pdn.png
Pins as bars on the die edge.
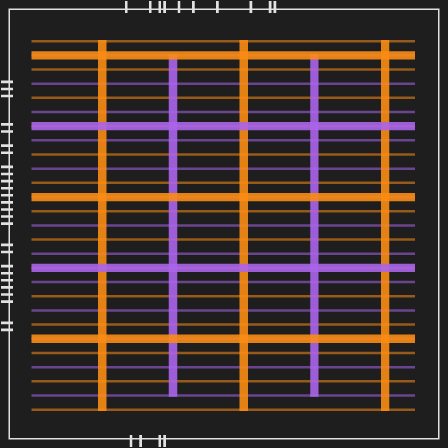
gate_families.png
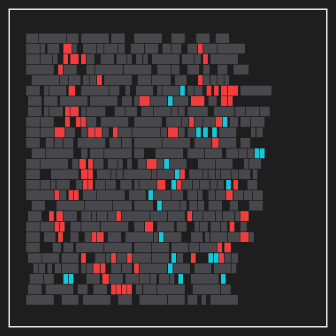
met1.png
Supply wires on this layer in grey.
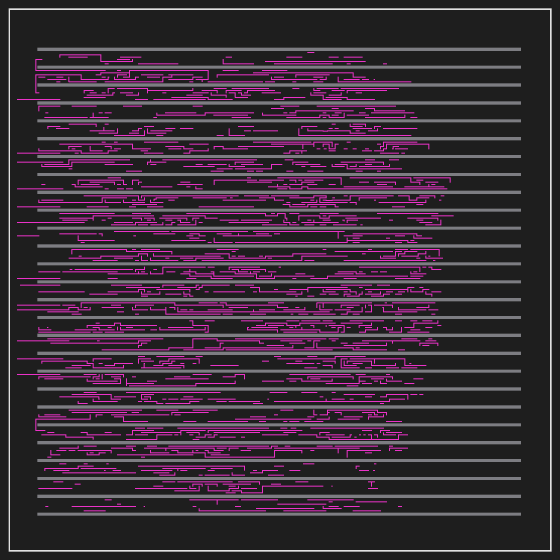
final_clocks.png
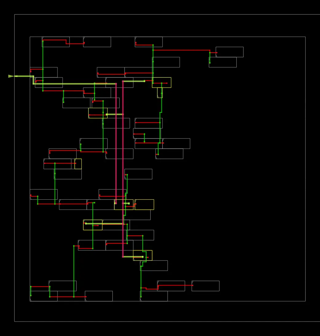
registers.png
Other sequential cells in the stronger grey, the rest of the logic in the fainter grey.
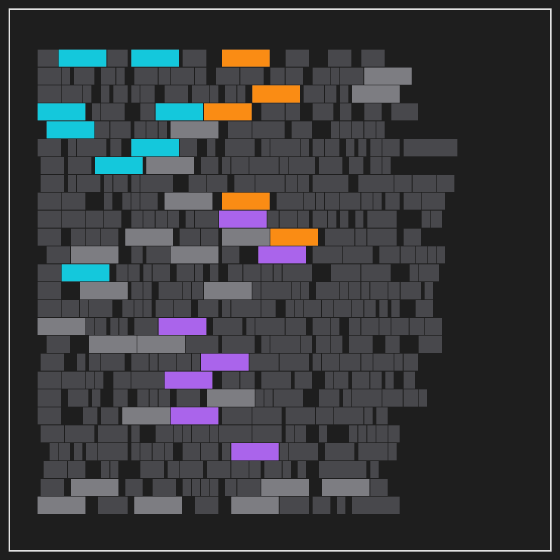
$ cat src/rtl/rpn_alu_ctrl_pkg.sv
// Shared types for the RPN calculator controller: FSM states, ALU opcodes,
// and bit positions of the {N,Z,C,V,P} flag vector.
package rpn_alu_ctrl_pkg;

    localparam int unsigned FLAG_W = 5;
    localparam int unsigned OP_W   = 2;
    localparam int unsigned CNT_W  = 8;

    // Flag bit indices within the 5-bit flag vector
    localparam int unsigned FLG_N = 4;
    localparam int unsigned FLG_Z = 3;
    localparam int unsigned FLG_C = 2;
    localparam int unsigned FLG_V = 1;
    localparam int unsigned FLG_P = 0;

    typedef enum logic [1:0] {
        WAIT_A  = 2'd0,
        WAIT_B  = 2'd1,
        WAIT_OP = 2'd2,
        SHOW    = 2'd3
    } state_t;

    typedef enum logic [1:0] {
        OP_SUB = 2'b00,
        OP_ADD = 2'b01,
        OP_OR  = 2'b10,
        OP_AND = 2'b11
    } op_t;

endpackage

$ cat src/rtl/alu_core.sv
// Combinational ALU for the RPN controller.
// Ports:
//   A, B    : M-bit operands
//   OpCode  : SUB (A-B), ADD, OR, AND
//   Result  : low M bits of the (M+1)-bit operation
//   Flags   : {N,Z,C,V,P}; C is carry for ADD, borrow for SUB
module alu_core
    import rpn_alu_ctrl_pkg::*;
#(
    parameter int unsigned M = 8
) (
    input  logic [M-1:0]      A,
    input  logic [M-1:0]      B,
    input  op_t               OpCode,
    output logic [M-1:0]      Result,
    output logic [FLAG_W-1:0] Flags
);

    logic [M:0] wide;
    logic       carry;
    logic       ovf;

    // Arithmetic runs one bit wider so bit M carries out (ADD) or borrows (SUB)
    always_comb begin
        wide  = '0;
        carry = 1'b0;
        ovf   = 1'b0;
        case (OpCode)
            OP_SUB: begin
                wide  = {1'b0, A} - {1'b0, B};
                carry = wide[M];
                ovf   = (A[M-1] != B[M-1]) && (wide[M-1] != A[M-1]);
            end
            OP_ADD: begin
                wide  = {1'b0, A} + {1'b0, B};
                carry = wide[M];
                ovf   = (A[M-1] == B[M-1]) && (wide[M-1] != A[M-1]);
            end
            OP_OR:   wide = {1'b0, A | B};
            OP_AND:  wide = {1'b0, A & B};
            default: wide = '0;
        endcase
    end

    // Result and status flags
    always_comb begin
        Result       = wide[M-1:0];
        Flags        = '0;
        Flags[FLG_N] = Result[M-1];
        Flags[FLG_Z] = (Result == '0);
        Flags[FLG_C] = carry;
        Flags[FLG_V] = ovf;
        Flags[FLG_P] = ^Result;
    end

endmodule

$ cat src/rtl/rpn_alu_ctrl.sv
// RPN calculator controller: operands A and B, then an opcode, are entered
// with single presses of a debounced button; the ALU result is then held
// for display. Optional chaining reuses the result as the next A.
// Ports:
//   clk, reset    : clock and synchronous active-high reset
//   data_in       : operand switches
//   op_in         : opcode switches (00 SUB, 01 ADD, 10 OR, 11 AND)
//   enter         : debounced push-button level
//   chain         : feed a confirmed result back as the next A
//   display       : value for the 7-segment driver
//   flags         : registered {N,Z,C,V,P}
//   state_onehot  : {SHOW,WAIT_OP,WAIT_B,WAIT_A}
//   result_valid  : high while a computed result is held
//   op_count      : completed operations, saturating at 8'hFF
module rpn_alu_ctrl
    import rpn_alu_ctrl_pkg::*;
#(
    parameter int unsigned M = 8
) (
    input  logic              clk,
    input  logic              reset,
    input  logic [M-1:0]      data_in,
    input  logic [OP_W-1:0]   op_in,
    input  logic              enter,
    input  logic              chain,
    output logic [M-1:0]      display,
    output logic [FLAG_W-1:0] flags,
    output logic [3:0]        state_onehot,
    output logic              result_valid,
    output logic [CNT_W-1:0]  op_count
);

    state_t              state;
    logic                enter_q;
    logic [M-1:0]        reg_a;
    logic [M-1:0]        reg_b;
    op_t                 reg_op;
    logic [M-1:0]        result_reg;
    op_t                 alu_op;
    logic [M-1:0]        alu_result;
    logic [FLAG_W-1:0]   alu_flags;
    logic                press;

    // A press is the rising edge of the button level only
    assign press = enter & ~enter_q;

    // ALU follows the live opcode while it is being chosen, else the latched one
    assign alu_op = (state == WAIT_OP) ? op_t'(op_in) : reg_op;

    alu_core #(.M(M)) u_alu (
        .A      (reg_a),
        .B      (reg_b),
        .OpCode (alu_op),
        .Result (alu_result),
        .Flags  (alu_flags)
    );

    // Controller FSM with its datapath registers
    always_ff @(posedge clk) begin
        if (reset) begin
            state        <= WAIT_A;
            enter_q      <= 1'b0;
            reg_a        <= '0;
            reg_b        <= '0;
            reg_op       <= OP_SUB;
            result_reg   <= '0;
            flags        <= '0;
            result_valid <= 1'b0;
            op_count     <= '0;
        end else begin
            enter_q <= enter;
            if (press) begin
                case (state)
                    WAIT_A: begin
                        reg_a <= data_in;
                        state <= WAIT_B;
                    end
                    WAIT_B: begin
                        reg_b <= data_in;
                        state <= WAIT_OP;
                    end
                    WAIT_OP: begin
                        reg_op       <= op_t'(op_in);
                        result_reg   <= alu_result;
                        flags        <= alu_flags;
                        result_valid <= 1'b1;
                        if (op_count != {CNT_W{1'b1}}) begin
                            op_count <= op_count + CNT_W'(1);
                        end
                        state <= SHOW;
                    end
                    SHOW: begin
                        result_valid <= 1'b0;
                        if (chain) begin
                            reg_a <= result_reg;
                            state <= WAIT_B;
                        end else begin
                            state <= WAIT_A;
                        end
                    end
                    default: state <= WAIT_A;
                endcase
            end
        end
    end

    // Operand entry shows the live switches so the user sees what will be latched
    always_comb begin
        display = data_in;
        case (state)
            WAIT_A, WAIT_B: display = data_in;
            WAIT_OP:        display = reg_b;
            SHOW:           display = result_reg;
            default:        display = data_in;
        endcase
    end

    assign state_onehot = {state == SHOW, state == WAIT_OP,
                           state == WAIT_B, state == WAIT_A};

endmodule

$ cat config.mk
export PLATFORM = sky130hd
export DESIGN_NAME = rpn_alu_ctrl
export DESIGN_NICKNAME = d
export VERILOG_FILES = /design/src/rtl/rpn_alu_ctrl_pkg.sv /design/src/rtl/alu_core.sv /design/src/rtl/rpn_alu_ctrl.sv
export SDC_FILE = /design/constraint.sdc
export NUM_CORES = 1
export LEC_CHECK = 0
export CORE_MARGIN = 4
export CORE_UTILIZATION = 56
export DETAILED_ROUTE_END_ITERATION = 8
export PLACE_DENSITY = 0.91
export SYNTH_ARGS = -nofsm -noshare
export SYNTH_HDL_FRONTEND = slang
export SYNTH_SLANG_ARGS = --single-unit
$ cat constraint.sdc
create_clock -name clk -period 3.9 [get_ports clk]
set_clock_uncertainty 0.2 [all_clocks]
set_input_delay 0.585 -clock clk [delete_from_list [all_inputs] [get_ports clk]]
set_output_delay 0.585 -clock clk [all_outputs]
set_load 0.02 [all_outputs]
==> results.json <==
{
  "status": "finished, final reports clean",
  "syn_to_final_growth_pct": 17.8,
  "cts_tree": "built",
  "post_cts_buffers": 0,
  "synth.avg_cell_area_um2": 7.99,
  "maxCapViolCount": 0,
  "drt_pass1_iterations": 5,
  "ant_nets": 0,
  "pwr_density_cell_mw_per_mm2": 329,
  "timing.critical_path.buf_inv": 1,
  "comb_area_mm2": 0.00206,
  "nFillCells": 383,
  "drc_errors": 0,
  "gp_congestion": 0.845,
  "hold_viol_final": 0,
  "p_comb_share_pct": 36.7,
  "finalCritPeriodShare_pct": 94.1,
  "worstSetupEndpointType": "flop",
  "cts_resized": 0,
  "place_ws_ns": 0.102,
  "yosysUniqueCellTypes": 57,
  "path_cells": "inv_1 -> ha_1 -> a211oi_2 -> nor3_1 -> a211oi_2 -> mux2_2 -> or4_4 -> ha_1 -> xnor2_1 -> xnor2_1 -> a211oi_1",
  "holdCritPathClass": "flop to flop",
  "setup_tns_ns": 0,
  "setup_violations": 0,
  "grt_max_degree": 27,
  "ctsHoldBuffers": 0,
  "edf_count": 0,
  "switching_share_pct": 34.3,
  "grt-busiest-layer": "met2",
  "groute.usage.overall_pct": 25.1,
  "power.internal_uw": 784,
  "period_needed_ns": 3.67,
  "synth_flops": 42,
  "grt_pass1_wl_um": 13400,
  "ys_seq_share_pct": 27.3,
  "setup_slack_ns": 0.232,
  "rows": 26,
  "final-max-slew-violation-count": 0,
  "layout.nets": 468,
  "dieArea_mm2": 0.00675,
  "numCtsBuffers": 5,
  "power_frac_seq_pct": 38.9,
  "gr-usage-met3_pct": 3.90,
  "dp_hpwl_um": 5610,
  "clk_pin_slew_ns": 0.08,
  "io_pins": 40,
  "tool_warnings": 46,
  "critical_path_class": "flop to flop",
  "p_leak_nw": 1.37,
  "post_drt_wl_per_cell_um": 15.8,
  "first_iter_violations": 386,
  "grt_pass1_vias": 2847,
  "vias_per_cell": 5.99,
  "p_sw_uw": 409,
  "drive_gt1_share_pct": 6.92,
  "initial_core_util_pct": 59.1,
  "met2_length_um": 3640,
  "antenna_found_initial": 0,
  "flop_cell": "dfxtp_1",
  "met2_usage_pct": 41.3,
  "highest_layer": "met4",
  "syn-num-nets": 435,
  "required_ns": 3.91,
  "rsz0062_at_grt": "no",
  "ys_cells": 385,
  "synthArstFlopShare_pct": 0,
  "met1Wirelength_um": 3490,
  "cts_num_sinks": 42,
  "start_kind": "flop",
  "reg_top3": "op_count x8, reg_a x8, reg_b x8",
  "slew_headroom_pct": 37.6,
  "ys_area_mm2": 0.00308,
  "slowest_delay_ns": 0.55,
  "crit_fanout": 5,
  "arrival_ns": 3.68,
  "worstMarginPinSlew_ns": 0.933,
  "h-tree-depth": 2
}
Notes on pdn.png above:
Key: VDD = purple; VSS = orange
5 straps on met5. The core has 26 rows. 27 met1 rails follow the rows. 40 signal pins sit on the boundary. 5 straps on met4.
peak supply drop: 0.218 mV
die y size: 82.1 um
core area: 0.00520 mm2
die width: 82.1 um

Notes on gate_families.png above:
Key: NAND gates = red [cells 74]; inverters = cyan [cells 23]
Non-Filler Instances: 489
Top cell excl fill/tap: nand2_1
logic share of the area: 56.9%

Notes on met1.png above:
The longest straight run is 23.0 um. 426 nets have wire on it.
met1 GRT Util: 33.1%
WL final: 7740 um
via count: 2928

Notes on final_clocks.png above:
flop count: 42
clk_buf instances: 7
Clock Power: 290 uW

Notes on registers.png above:
Key: flags = orange [placed flops 5, where top centre]; result_reg = purple [placed flops 7]; op_count = cyan [placed flops 8, where upper left]
Seq/total area: 23.2%
Reg area: 841 um2

==> worst min-delay path, stage by stage, from the launching register on <==
cell and delay (ns):
dfxtp_1 0.32, nor2_1 0.10, a211oi_1 0.05
==> cell usage after synthesis (3+ instances only) <==
master | number | area (um2)
a31oi_1 | 4 | 25.0
and2_1 | 3 | 18.8
clkbuf_1 | 16 | 60.1
ha_1 | 34 | 425
mux2i_1 | 13 | 130
nor3_1 | 5 | 25.0
and3_1 | 3 | 18.8
o21ai_0 | 11 | 55.1
a22oi_1 | 8 | 60.1
xor2_1 | 6 | 52.6
nor2b_1 | 6 | 37.5
nand4_1 | 4 | 25.0
xnor2_1 | 6 | 52.6
nand3_1 | 15 | 75.1
nand2_1 | 46 | 173
a21oi_1 | 28 | 140
nand2b_1 | 3 | 18.8
o211ai_1 | 3 | 22.5
or3_1 | 3 | 18.8
a211oi_1 | 19 | 143
inv_1 | 23 | 86.3
nor2_1 | 36 | 135
o21bai_1 | 4 | 30.0
dfxtp_1 | 42 | 841
nand3b_1 | 5 | 37.5
==> power groups by stage <==
| stage | clock [mW] | sequential (mW) | combinational (mW) |
|---|---|---|---|
| floorplan | 0 | 0.472 | 0.308 |
| global placement | 0 | 0.472 | 0.413 |
| detailed placement | 0 | 0.474 | 0.426 |
| CTS | 0.294 | 0.464 | 0.431 |
| global route | 0.310 | 0.467 | 0.486 |
| finish | 0.290 | 0.465 | 0.438 |
==> cell usage in the layout, fill, tap and decap left out, types with 5 or more instances in the layout <==
cell type / instances
nor2b_1: 6
buf_4: 9
clkdlybuf4s50_1: 39
nor2_1: 36
a211oi_1: 17
a22oi_1: 8
inv_1: 23
o21ai_0: 11
nor3_1: 5
clkbuf_8: 6
nand3_1: 15
ha_1: 34
nand3b_1: 5
mux2i_1: 13
nand2_1: 46
dfxtp_1: 42
xnor2_1: 6
xor2_1: 6
a21oi_1: 28
==> worst paths after layout <==
| path | start | endpoint | slack, ns | cells after the start |
|---|---|---|---|---|
| max | reg_b[1] | flags[0] | 0.23 | 11 |
| min | result_valid | result_valid | 0.31 | 2 |
| max reg2reg | reg_b[1] | flags[0] | 0.23 | 11 |
| min reg2reg | result_valid | result_valid | 0.31 | 2 |
==> cell families (layout without fill, tap and decap cells) <==
family | after synthesis | in the layout | synth area share [%]
DFF | 42 | 42 | 27.3
adders and majority gates | 36 | 36 | 15.1
buffers and inverters | 45 | 79 | 5.98
AOI/OAI and AO/OA | 98 | 98 | 21.4
and+or+nand+nor | 135 | 135 | 20.6
xor gates and xnor gates | 12 | 12 | 3.41
muxes | 17 | 17 | 6.18
==> stage by stage <==
step | total power [mW] | instances | area (um2) | util [%]
after detailed placement | 0.900 | 481 | 3530 | 67.7
after global placement | 0.885 | 481 | 3530 | 67.7
after global routing | 1.26 | 489 | 3630 | 69.7
after CTS | 1.19 | 489 | 3620 | 69.5
after floorplan | 0.780 | 385 | 3080 | -
final | 1.19 | 489 | 3630 | 69.7
==> cell type report <==
class                           count  area share (%)
Multi-Input combinational cell    298            56.9
Clock inverter                      1           0.138
Inverter                           23            2.38
Timing Repair Buffer               48            12.6
Clock buffer                        7            2.38
Tap cell                           70            2.41
Sequential cell                    42            23.2
No activity file was given, so power comes from the tool's default toggle rates.
